File: config.mk
export PLATFORM = sky130hd
export DESIGN_NAME = ts4231_config_reader
export DESIGN_NICKNAME = d
export VERILOG_FILES = /design/src/rtl/ts4231_config_reader.sv
export SDC_FILE = /design/constraint.sdc
export NUM_CORES = 1
export LEC_CHECK = 0
export ABC_CLOCK_PERIOD_IN_PS = 2800
export CORE_UTILIZATION = 40
export CTS_CLUSTER_SIZE = 30
export DETAILED_ROUTE_END_ITERATION = 7
export DONT_BUFFER_PORTS = 1
export GPL_TIMING_DRIVEN = 0
export SLEW_MARGIN = 15
export SYNTH_ARGS = -nofsm -noshare
export SYNTH_HDL_FRONTEND = slang
export SYNTH_SLANG_ARGS = --single-unit
File: constraint.sdc
create_clock -name clk -period 2.8 [get_ports clk]
set_input_delay 0.28 -clock clk [delete_from_list [all_inputs] [get_ports clk]]
set_output_delay 0.28 -clock clk [all_outputs]
set_load 0.01 [all_outputs]
File: src/rtl/ts4231_config_reader.sv
// TS4231 configuration readback: replays the D/E bit-bang handshake and
// clocks the sensor's 15-bit configuration word in MSB first on E high.
module ts4231_config_reader #(
  parameter int                  CLK_DIV      = 24,
  parameter int                  CFG_BITS     = 15,
  parameter logic [CFG_BITS-1:0] EXPECTED_CFG = 15'h392B
) (
  input  logic                clk,
  input  logic                rst_n,
  input  logic                start,
  output logic                busy,
  output logic                done,
  output logic [CFG_BITS-1:0] config_word,
  output logic                match,
  input  logic                d_in,
  output logic                d_out,
  output logic                d_oe,
  input  logic                e_in,
  output logic                e_out,
  output logic                e_oe
);

  localparam int CNT_W = (CLK_DIV > 1) ? $clog2(CLK_DIV) : 1;
  localparam int IDX_W = (CFG_BITS > 1) ? $clog2(CFG_BITS) : 1;

  typedef enum logic [3:0] {
    ST_IDLE        = 4'd0,
    ST_PRE         = 4'd1,
    ST_D_LOW       = 4'd2,
    ST_E_LOW       = 4'd3,
    ST_D_REL       = 4'd4,
    ST_BIT_E_HIGH  = 4'd5,
    ST_BIT_E_LOW   = 4'd6,
    ST_STOP_D_LOW  = 4'd7,
    ST_STOP_E_HIGH = 4'd8,
    ST_STOP_D_HIGH = 4'd9
  } state_t;

  state_t              state_r;
  state_t              succ_s;
  state_t              next_state_s;
  logic [CNT_W-1:0]    cnt_r;
  logic                tick_s;
  logic                start_prev_r;
  logic                start_edge_s;
  logic                pending_r;
  logic [IDX_W-1:0]    bit_idx_r;
  logic [CFG_BITS-1:0] shift_r;
  logic [CFG_BITS-1:0] config_word_r;
  logic                match_r;
  logic                busy_r;
  logic                done_r;
  logic                e_in_unused_s;

  assign e_in_unused_s = e_in;
  assign tick_s        = (cnt_r == CNT_W'(CLK_DIV - 1));
  assign start_edge_s  = start & ~start_prev_r;

  assign busy        = busy_r;
  assign done        = done_r;
  assign config_word = config_word_r;
  assign match       = match_r;

  // Free-running protocol tick divider
  always_ff @(posedge clk or negedge rst_n) begin
    if (!rst_n) begin
      cnt_r <= '0;
    end else if (tick_s) begin
      cnt_r <= '0;
    end else begin
      cnt_r <= cnt_r + CNT_W'(1);
    end
  end

  // Start edge detect; previous value resets high so a level held through reset is not an edge
  always_ff @(posedge clk or negedge rst_n) begin
    if (!rst_n) begin
      start_prev_r <= 1'b1;
    end else begin
      start_prev_r <= start;
    end
  end

  // Pending request: armed only while idle, consumed by the launching tick
  always_ff @(posedge clk or negedge rst_n) begin
    if (!rst_n) begin
      pending_r <= 1'b0;
    end else if (state_r == ST_IDLE && tick_s && pending_r) begin
      pending_r <= 1'b0;
    end else if (state_r == ST_IDLE && start_edge_s) begin
      pending_r <= 1'b1;
    end else begin
      pending_r <= pending_r;
    end
  end

  // State register
  always_ff @(posedge clk or negedge rst_n) begin
    if (!rst_n) begin
      state_r <= ST_IDLE;
    end else begin
      state_r <= next_state_s;
    end
  end

  // Successor state and pad drive; the sensor owns D throughout the bit states
  always_comb begin
    succ_s = state_r;
    d_out  = 1'b0;
    d_oe   = 1'b0;
    e_out  = 1'b1;
    e_oe   = 1'b0;
    case (state_r)
      ST_IDLE: begin
        if (pending_r) begin
          succ_s = ST_PRE;
        end else begin
          succ_s = ST_IDLE;
        end
      end
      ST_PRE: begin
        succ_s = ST_D_LOW;
        d_out = 1'b1; d_oe = 1'b1; e_out = 1'b1; e_oe = 1'b1;
      end
      ST_D_LOW: begin
        succ_s = ST_E_LOW;
        d_out = 1'b0; d_oe = 1'b1; e_out = 1'b1; e_oe = 1'b1;
      end
      ST_E_LOW: begin
        succ_s = ST_D_REL;
        d_out = 1'b0; d_oe = 1'b1; e_out = 1'b0; e_oe = 1'b1;
      end
      ST_D_REL: begin
        succ_s = ST_BIT_E_HIGH;
        e_out = 1'b0; e_oe = 1'b1;
      end
      ST_BIT_E_HIGH: begin
        succ_s = ST_BIT_E_LOW;
        e_out = 1'b1; e_oe = 1'b1;
      end
      ST_BIT_E_LOW: begin
        if (bit_idx_r == '0) begin
          succ_s = ST_STOP_D_LOW;
        end else begin
          succ_s = ST_BIT_E_HIGH;
        end
        e_out = 1'b0; e_oe = 1'b1;
      end
      ST_STOP_D_LOW: begin
        succ_s = ST_STOP_E_HIGH;
        d_out = 1'b0; d_oe = 1'b1; e_out = 1'b0; e_oe = 1'b1;
      end
      ST_STOP_E_HIGH: begin
        succ_s = ST_STOP_D_HIGH;
        d_out = 1'b0; d_oe = 1'b1; e_out = 1'b1; e_oe = 1'b1;
      end
      ST_STOP_D_HIGH: begin
        succ_s = ST_IDLE;
        d_out = 1'b1; d_oe = 1'b1; e_out = 1'b1; e_oe = 1'b1;
      end
      default: begin
        succ_s = ST_IDLE;
      end
    endcase
    if (tick_s) begin
      next_state_s = succ_s;
    end else begin
      next_state_s = state_r;
    end
  end

  // Sequence datapath: bit counter, shift register, result and status flags
  always_ff @(posedge clk or negedge rst_n) begin
    if (!rst_n) begin
      bit_idx_r     <= '0;
      shift_r       <= '0;
      config_word_r <= '0;
      match_r       <= 1'b0;
      busy_r        <= 1'b0;
      done_r        <= 1'b0;
    end else begin
      done_r <= 1'b0;
      if (tick_s) begin
        case (state_r)
          ST_IDLE: begin
            if (pending_r) begin
              busy_r <= 1'b1;
            end else begin
              busy_r <= 1'b0;
            end
          end
          ST_D_REL: begin
            bit_idx_r <= IDX_W'(CFG_BITS - 1);
          end
          ST_BIT_E_HIGH: begin
            shift_r <= {shift_r[CFG_BITS-2:0], d_in};
          end
          ST_BIT_E_LOW: begin
            if (bit_idx_r != '0) begin
              bit_idx_r <= bit_idx_r - IDX_W'(1);
            end else begin
              bit_idx_r <= bit_idx_r;
            end
          end
          ST_STOP_D_HIGH: begin
            config_word_r <= shift_r;
            match_r       <= (shift_r == EXPECTED_CFG);
            done_r        <= 1'b1;
            busy_r        <= 1'b0;
          end
          default: begin
            bit_idx_r <= bit_idx_r;
          end
        endcase
      end else begin
        bit_idx_r <= bit_idx_r;
      end
    end
  end

endmodule

==> flow_metrics.rpt <==
FLOW METRICS REPORT
----------------------------------------------------
[Finish]
  Clock buffer instance count of the final layout ........................ 5
  FF+latch count ........................ 48
  Inverters ........................ 6
  Ant. Diodes ........................ 0
  Register share of the cell area ........................ 50.0%

[Floorplan]
  Well-Tap Cells ........................ 70
  Boundary Pins ........................ 27
  Die outline width ........................ 76.0 um
  Overall chip area ........................ 5770 um^2
  Vertical die size ........................ 76.0 um

[Synth]
  Synth Area in Adders ........................ 1.14%
  Total cells reported by yosys after synthesis ........................ 167
  Cell accounting for the most synthesized area ........................ sky130_fd_sc_hd__dfrtp_1
  Cell variety after synth ........................ 45
  Fraction of the mapped netlist area in compound gates ........................ 5.09%
  Number of register bits inferred by synthesis ........................ 48
  Xor+xnor area frac ........................ 0.800%

[CTS]
  Post-CTS Resized ........................ 0
  Hold Buf Count CTS ........................ 3
  Number of buffers on the longest clock path ........................ 2
  Total clock sinks ........................ 48
  Post-CTS setup buffer count ........................ 0
  Num CTS Buffers ........................ 5

[Worst setup path]
  Reg-to-reg slack, setup ........................ 0.93 ns
  Critical path endpoint ........................ d_oe
  Register-to-Register Path Depth ........................ 4
  WP depth ........................ 4
  Critical path launch point type ........................ register
  CP dominant cell by count ........................ sky130_fd_sc_hd__clkbuf_1
  Class of the most critical setup path ........................ reg2out

[Global route]
  Aggregate global routing overflow ........................ 0
  Number of antenna violations at the first check in global routing ........................ 0
  Global-route layer with the greatest usage ........................ met2
  Number of global-route vias before repair ........................ 1340

[Final timing]
  Headroom to the max-slew limit ........................ 65.1%
  Pins Over Slew Limit ........................ 0
  Hold WS ........................ 0.143 ns
  Sum of negative setup slack ........................ 0 ns
  Worst-Margin Slew ........................ 0.518 ns

[Drt]
  Vias per std cell ........................ 5.32
  DRT antenna net count ........................ 0
  Count of routing violations after the opening detailed-route iteration ........................ 124
  Amount of wire on met2 after detailed routing ........................ 1.79 mm

[Placed design]
  Number of I/O port buffers ........................ 0

[Power and ir drop]
  LEAKAGE ........................ 0.00119 uW
  Power density cells ........................ 460 nW/um^2

[Flow run]
  Stage-log warning count ........................ 27
  Number of max-capacitance violations reported ........................ 0

[Status]
  Run status ........................ completed

[Hold path]
  Hold WC Path Type ........................ in2reg

----------------------------------------------------
worst min-delay path by stage:
| stage | to | slack, ns | cells past startpoint |
|---|---|---|---|
| after CTS | shift_r[0] | 0.13 | 1 |
| after detailed placement | busy | -0.01 | 0 |
| after global routing | shift_r[0] | 0.14 | 1 |
| after global placement | pending_r | -0.01 | 0 |
| final | shift_r[0] | 0.14 | 1 |
| after floorplan | bit_idx_r[0] | -0.02 | 0 |
cells in the final DEF (no fill, tap or decap), types with 3 or more instances in the layout:
master                     instances
sky130_fd_sc_hd__nor2_1            4
sky130_fd_sc_hd__clkbuf_8          5
sky130_fd_sc_hd__buf_2             3
sky130_fd_sc_hd__o21ai_0           6
sky130_fd_sc_hd__inv_1             6
sky130_fd_sc_hd__mux2_4           10
sky130_fd_sc_hd__nor3_1            3
sky130_fd_sc_hd__mux2_2           21
sky130_fd_sc_hd__nand3_1           7
sky130_fd_sc_hd__clkbuf_1          5
sky130_fd_sc_hd__nand2_1           9
sky130_fd_sc_hd__dfrtp_1          47
state kept, by name (all words and copies together), names as in the netlist:
name and flops:
config_word 15, shift_r 15, cnt_r 5, bit_idx_r 4
state_r 4, busy 1, done 1, match 1
pending_r 1, start_prev_r 1
cell usage after synthesis, types with 2 or more instances:
library cell and instances:
sky130_fd_sc_hd__clkbuf_1 5, sky130_fd_sc_hd__nor3_1 3, sky130_fd_sc_hd__nand3_1 7, sky130_fd_sc_hd__a21oi_1 2
sky130_fd_sc_hd__or4b_2 2, sky130_fd_sc_hd__a31oi_1 2, sky130_fd_sc_hd__mux2_4 10, sky130_fd_sc_hd__or4bb_1 2
sky130_fd_sc_hd__dfrtp_1 47, sky130_fd_sc_hd__nor2b_1 2, sky130_fd_sc_hd__nor2_1 4, sky130_fd_sc_hd__nor4_1 2
sky130_fd_sc_hd__mux2i_1 2, sky130_fd_sc_hd__buf_6 2, sky130_fd_sc_hd__mux2_2 21, sky130_fd_sc_hd__inv_1 6
sky130_fd_sc_hd__nand2_1 9, sky130_fd_sc_hd__nor3b_1 2, sky130_fd_sc_hd__ha_1 2, sky130_fd_sc_hd__buf_2 3
sky130_fd_sc_hd__or4_1 2, sky130_fd_sc_hd__o21ai_0 6, sky130_fd_sc_hd__xor2_1 2
through the flow:
stage,power [uW],instances,instance area (um^2),utilization (%)
6_report,1110,247,2400,46.5
2_1_floorplan,711,167,2190,-
4_1_cts,1130,247,2400,46.5
3_5_place_dp,712,237,2280,44.0
5_1_grt,1160,247,2400,46.5
3_3_place_gp,711,237,2280,44.0
where the power goes:
group          internal, uW  switching [uW]
combinational          7.01            14.6
clock                   169             219
sequential              695            1.32
total                   871             234
logic make-up (layout without fill, tap and decap cells):
kind of cell | after synthesis | count (layout)
muxes | 34 | 34
and+or+nand+nor | 48 | 48
AOI/OAI and AO/OA | 17 | 17
buffers and inverters | 16 | 26
DFF | 48 | 48
adders and majority gates | 2 | 2
xor gates and xnor gates | 2 | 2
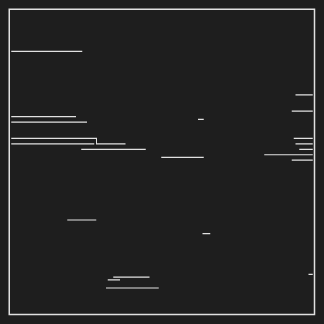
Fig. 1. Met3 routing.
(4 px per um)
wire length on this layer	201 um
nets with wire on the layer	18
share of all routed wire	5.3%
main direction	horizontal
longest straight run	21.2 um
Routed Wire Length: 3.80 mm
via total after detailed routing: 1315

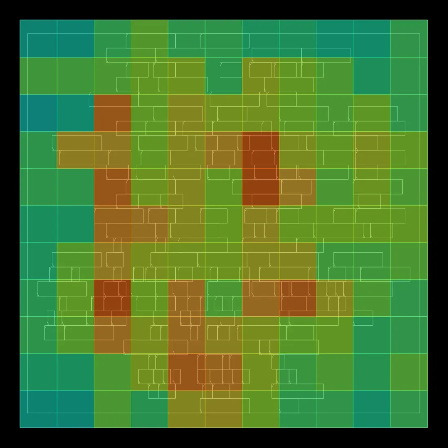
Fig. 2. Congestion heat map.
Total Routing Usage GR: 14.8%
GR met1 Demand/Resource: 18.9%
routing usage on met2: 23.2%
average wire per standard cell: 15.4 um
GR Util met3: 5.18%

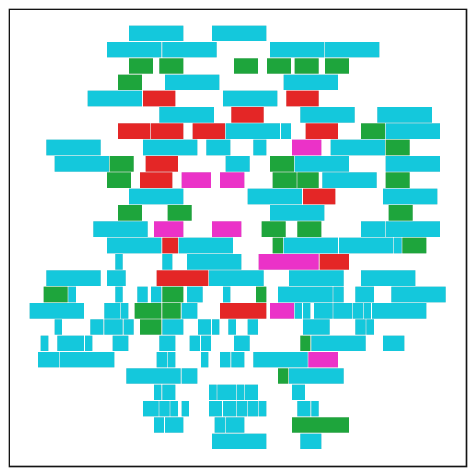
Fig. 3. Sizing map.
(6 px per um)
color	size	cells
red	_3 and _4 cells	14
green	_2 cells	31
cyan	_0 and _1 cells	124
magenta	_6 and larger	8
number of buffers other than clock buffers in the final layout: 13
design area: 2400 um^2
relative area change from synthesis to final layout: 9.89%
worst setup slack after layout: 0.659 ns

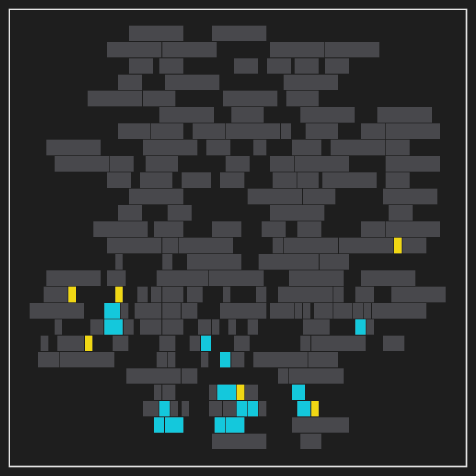
Fig. 4. Gate-type map.
(6 px per um)
color	family	cells	most used
yellow	inv cells	6	inv_1
cyan	aoi and oai cells	15	o21ai_0
logic share of the area: 37.7%
commonest non-fill, non-tap cell in the layout: sky130_fd_sc_hd__dfrtp_1
post-route insts no fill: 247

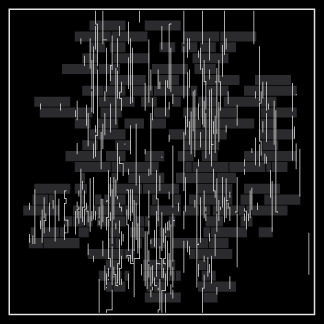
Fig. 5. The metal 2 layer.
(4 px per um)
main direction	vertical
wire length on this layer	1790 um
share of all routed wire	47%

Power and IR drop assume default switching activity.
